## src/rtl/ami_decoder.sv

```systemverilog
// AMI line decoder: marks decode to 1, zeros to 0, bits reassembled LSB-first
// into WORD_W-bit words, with bipolar-violation / illegal-symbol flags and a saturating count.
module ami_decoder #(
    parameter int unsigned WORD_W = 16,
    parameter int unsigned CNT_W  = 8
) (
    input  logic                sys_clk,
    input  logic                sys_rst_n,
    input  logic                en,
    input  logic signed [1:0]   ami_i,
    output logic [WORD_W-1:0]   data_o,
    output logic                data_valid_o,
    output logic                bpv_o,
    output logic                err_sym_o,
    output logic [CNT_W-1:0]    bpv_cnt_o
);

    localparam int unsigned BCNT_W = (WORD_W > 1) ? $clog2(WORD_W) : 1;
    localparam logic [BCNT_W-1:0] LAST_BIT = BCNT_W'(WORD_W - 1);

    typedef enum logic [1:0] {
        ST_NONE = 2'd0,
        ST_POS  = 2'd1,
        ST_NEG  = 2'd2
    } pol_state_t;

    pol_state_t          r_state;
    pol_state_t          w_state_nxt;

    logic [1:0]          w_sym;
    logic                w_pos;
    logic                w_neg;
    logic                w_bit;
    logic                w_bpv;
    logic                w_illegal;
    logic [WORD_W-1:0]   w_shift_nxt;

    logic [WORD_W-1:0]   r_shift;
    logic [BCNT_W-1:0]   r_bit_cnt;
    logic [WORD_W-1:0]   r_data;
    logic                r_data_valid;
    logic                r_bpv;
    logic                r_err_sym;
    logic [CNT_W-1:0]    r_bpv_cnt;

    assign w_sym       = ami_i;
    assign w_pos       = (w_sym == 2'b01);
    assign w_neg       = (w_sym == 2'b11);
    assign w_shift_nxt = {w_bit, r_shift[WORD_W-1:1]};

    // Polarity tracker: state register
    always_ff @(posedge sys_clk or negedge sys_rst_n) begin
        if (!sys_rst_n) begin
            r_state <= ST_NONE;
        end else begin
            r_state <= w_state_nxt;
        end
    end

    // Polarity tracker: next state (zero and illegal symbols leave it unchanged)
    always_comb begin
        w_state_nxt = r_state;
        if (en) begin
            if (w_pos) begin
                w_state_nxt = ST_POS;
            end else if (w_neg) begin
                w_state_nxt = ST_NEG;
            end
        end
    end

    // Polarity tracker: decode outputs
    always_comb begin
        w_bit     = 1'b0;
        w_bpv     = 1'b0;
        w_illegal = 1'b0;
        if (en) begin
            w_bit     = w_pos | w_neg;
            w_illegal = (w_sym == 2'b10);
            w_bpv     = (w_pos && (r_state == ST_POS)) || (w_neg && (r_state == ST_NEG));
        end
    end

    always_ff @(posedge sys_clk or negedge sys_rst_n) begin
        if (!sys_rst_n) begin
            r_shift      <= '0;
            r_bit_cnt    <= '0;
            r_data       <= '0;
            r_data_valid <= 1'b0;
            r_bpv        <= 1'b0;
            r_err_sym    <= 1'b0;
            r_bpv_cnt    <= '0;
        end else begin
            r_data_valid <= 1'b0;
            r_bpv        <= w_bpv;
            r_err_sym    <= w_illegal;
            if (w_bpv && (r_bpv_cnt != '1)) begin
                r_bpv_cnt <= r_bpv_cnt + 1'b1;
            end
            if (!en) begin
                r_shift   <= '0;
                r_bit_cnt <= '0;
            end else if (r_bit_cnt == LAST_BIT) begin
                r_data       <= w_shift_nxt;
                r_data_valid <= 1'b1;
                r_shift      <= '0;
                r_bit_cnt    <= '0;
            end else begin
                r_shift   <= w_shift_nxt;
                r_bit_cnt <= r_bit_cnt + 1'b1;
            end
        end
    end

    assign data_o       = r_data;
    assign data_valid_o = r_data_valid;
    assign bpv_o        = r_bpv;
    assign err_sym_o    = r_err_sym;
    assign bpv_cnt_o    = r_bpv_cnt;

endmodule
```

## config.mk

```make
export PLATFORM = sky130hd
export DESIGN_NAME = ami_decoder
export DESIGN_NICKNAME = d
export VERILOG_FILES = /design/src/rtl/ami_decoder.sv
export SDC_FILE = /design/constraint.sdc
export NUM_CORES = 1
export LEC_CHECK = 0
export CAP_MARGIN = 20
export CORE_AREA = 4 4 70 72
export DETAILED_ROUTE_END_ITERATION = 8
export DIE_AREA = 0 0 74 76
export GPL_ROUTABILITY_DRIVEN = 0
export GPL_TIMING_DRIVEN = 1
export PLACE_DENSITY = 0.75
export SYNTH_ARGS = -nofsm -noshare
export SYNTH_HDL_FRONTEND = slang
export SYNTH_SLANG_ARGS = --single-unit
```

## constraint.sdc

```tcl
create_clock -name sys_clk -period 1.7 [get_ports sys_clk]
set_input_delay 0.17 -clock sys_clk [delete_from_list [all_inputs] [get_ports sys_clk]]
set_output_delay 0.17 -clock sys_clk [all_outputs]
set_load 0.02 [all_outputs]
```

==> Implementation_results.wiki <==
== Run summary ==
{| class="wikitable"
! Metric !! Value
|-
| Core Util at FP || 42.7%
|-
| Total number of H-tree levels || 2
|-
| Slew at the pin closest to its max-slew limit || 589 ps
|-
| Crit. End Element || register
|-
| Number of global-route vias before repair || 1293
|-
| # IOs || 32
|-
| Layout buffering overhead excluding clock cells || 16.1%
|-
| Worst R2R Start || r_state[1]$_DFFE_PN0P_
|-
| Placed insts || 248
|-
| Worst slack on hold paths || 460 ps
|-
| Type of element launching the critical path || register
|-
| Class of the tightest hold or removal check || reg -> reg
|-
| Most frequently placed logic cells in the final layout || 53 x sky130_fd_sc_hd__nand2_1, 48 x sky130_fd_sc_hd__dfrtp_1, 30 x sky130_fd_sc_hd__clkdlybuf4s50_1
|-
| Syn_area_per_cell || 11.4 µm²
|-
| Routed via count divided by cell count || 5.03
|-
| Gate count after technology mapping || 161
|-
| Seq group || 0.00127 W
|-
| CTS tree || yes
|-
| Layout clock area frac || 5.09%
|-
| Area occupied by registers || 0.00120 mm²
|-
| WP buf/inv || 0
|-
| Clock tree root driver cell || sky130_fd_sc_hd__clkbuf_8
|-
| Longest Clk Path Bufs || 2
|-
| Critical path arrival || 1830 ps
|-
| Sequential share of cell area || 50.4%
|-
| Cell total in the yosys stat output || 161
|-
| Endpoint of the lowest-slack register-to-register path || bpv_cnt_o[4]$_DFFE_PN0P_
|-
| Initial antenna violation count || 0
|-
| Cell kind with the greatest summed area || sequential cells
|-
| Count of max-cap constraint violations || 0
|-
| Total number of cells along the worst setup path || 4
|-
| Yosys reg bits || 48
|-
| Non-CTS inverters || 2
|-
| Layout fillers || 396
|-
| Post-cts hold-fix buffer tally || 1
|-
| Chip Footprint || 0.00562 mm²
|-
| Worst max-slew margin expressed relative to the limit || 60.7%
|-
| Maximum frequency from static timing analysis || 0.607 GHz
|-
| Final core area utilization || 55.5%
|-
| Dpl hpwl || 2.21 mm
|-
| Count of final hold-check violations || 0
|-
| Diodes inserted || 0
|-
| Tally of non-filler cells in the final layout || 257
|-
| Number of multi-input combinational cells in the layout || 106
|-
| Pre-CTS WS || -211 ps
|-
| Starting DRC count in detailed routing || 73
|-
| Tapcell count || 52
|-
| Number of flops mapped to enable cells by yosys || 0
|-
| Crit path time final || 1650 ps
|-
| Hold path depth || 2
|-
| Total grt overflow || 0
|-
| Top cells by area || sky130_fd_sc_hd__dfrtp_1 66%, sky130_fd_sc_hd__nand2_1 11%, sky130_fd_sc_hd__and3_1 5.8%, sky130_fd_sc_hd__ha_1 1.4%, sky130_fd_sc_hd__mux2_1 1.2%
|-
| Power density over the cells || 1020 mW/mm²
|-
| Largest register FFs || 16
|-
| Number of rows created at floorplan || 24
|-
| Leading register cell type out of synthesis || sky130_fd_sc_hd__dfrtp_1
|-
| Comb group || 0.000294 W
|-
| Non-clock buffer count in the final layout || 41
|-
| Worst Hold Launch || r_shift[1]$_DFF_PN0_
|-
| Sequential share of power || 52.0%
|-
| Number of nets in the finished design || 211
|-
| Int Pwr || 0.00183 W
|-
| Run status || completed
|-
| Placement Cell Area || 0.00225 mm²
|-
| Leakage power of the design || 1.25 nW
|-
| Final design area excluding fillers || 0.00238 mm²
|-
| Switching fraction of total power || 25.1%
|-
| Critical path endpoint || bpv_cnt_o[4]$_DFFE_PN0P_
|-
| Nets in the synthesized netlist || 168
|-
| Pre-Repair DR Iteration Count || 4
|-
| End of the worst hold path || data_o[0]$_DFFE_PN0P_
|}
## tightest hold or removal path, delay by kind of cell, from the launching register on
kind             cells  cell delay, ps
and+or+nand+nor      2             100
DFF                  1             340
## per-layer routing
layer / global-route usage [%] / up-vias / wire [µm]
li1: - / 619 / -
met1: 17.9 / 640 / 1510
met2: 21.4 / 27 / 1640
met3: 3.56 / 7 / 128
met4: 5.98 / 0 / 78
met5: 0 / - / 0
## kinds of logic (layout without fill, tap and decap cells)
group / count (synthesis) / count (layout) / share of synthesized area, %
flops: 48 / 48 / 65.5
simple gates: 86 / 86 / 22.7
buf+inv: 7 / 51 / 1.43
compound gates: 10 / 10 / 4.44
xor+xnor: 4 / 4 / 1.91
mux: 4 / 4 / 2.66
fa+ha+maj: 2 / 2 / 1.36
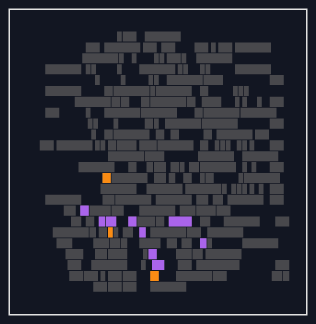
Fig. 1. Selected gate families.
Scale: 4 px per µm.
| colour | family | cells | most used |
|---|---|---|---|
| orange | NOR gates | 3 | nor2b_1 |
| purple | inverting AOI/OAI gates | 9 | a31oi_1 |
Comb/total area: 25.4%
most used logic cell in the final layout: sky130_fd_sc_hd__nand2_1

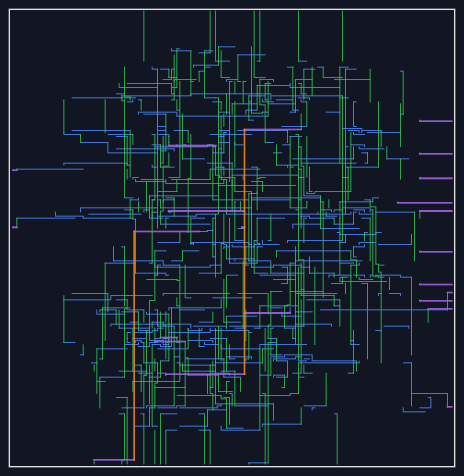
Fig. 2. Wiring by layer.
Scale: 6 px per µm.
| colour | layer | wire length |
|---|---|---|
| blue | met1 | 1510 µm |
| green | met2 | 1640 µm |
| purple | met3 | 129 µm |
| orange | met4 | 78.9 µm |
average wire length per cell after detail routing: 13.1 µm
GRT Overall Usage: 13.8%
drt total wl: 3.36 mm

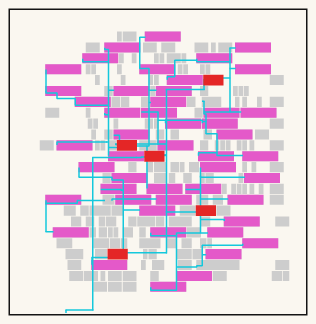
Fig. 3. Clock distribution.
Scale: 4 px per µm.
[red] cells driving clock nets | count: 5
[magenta] flip-flops | count: 48
[cyan] clock wires | length: 586 µm
routed clock nets: 6
largest clock skew in the final design: 10.2 ps
share of power burned in the clock network: 35.9%
clock distribution power: 0.000876 W
Late-Pin Clk Latency: 310 ps

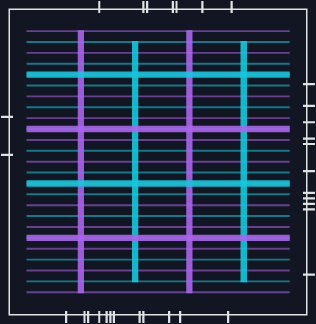
Fig. 4. PDN straps and rails.
Scale: 4 px per µm. Pins as bars on the die edge.
| colour | net |
|---|---|
| cyan | VDD |
| purple | VSS |
signal pins: 32
rows: 24
met1 rails: 25
Die Ht: 76 µm
worst supply voltage drop on vdd: 0.000582 V
total core area: 0.00429 mm²
Die W: 74 µm

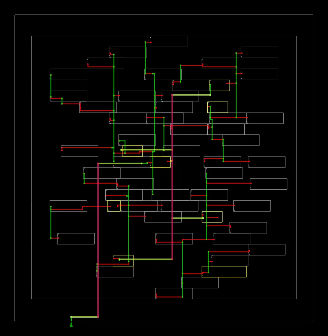
Fig. 5. Clock wiring as the flow saved it.
total CTS buffers: 5
tally of clock buffers in the finished layout: 6
Num Clock Sinks: 48

Power is estimated from default activity; no workload was simulated.
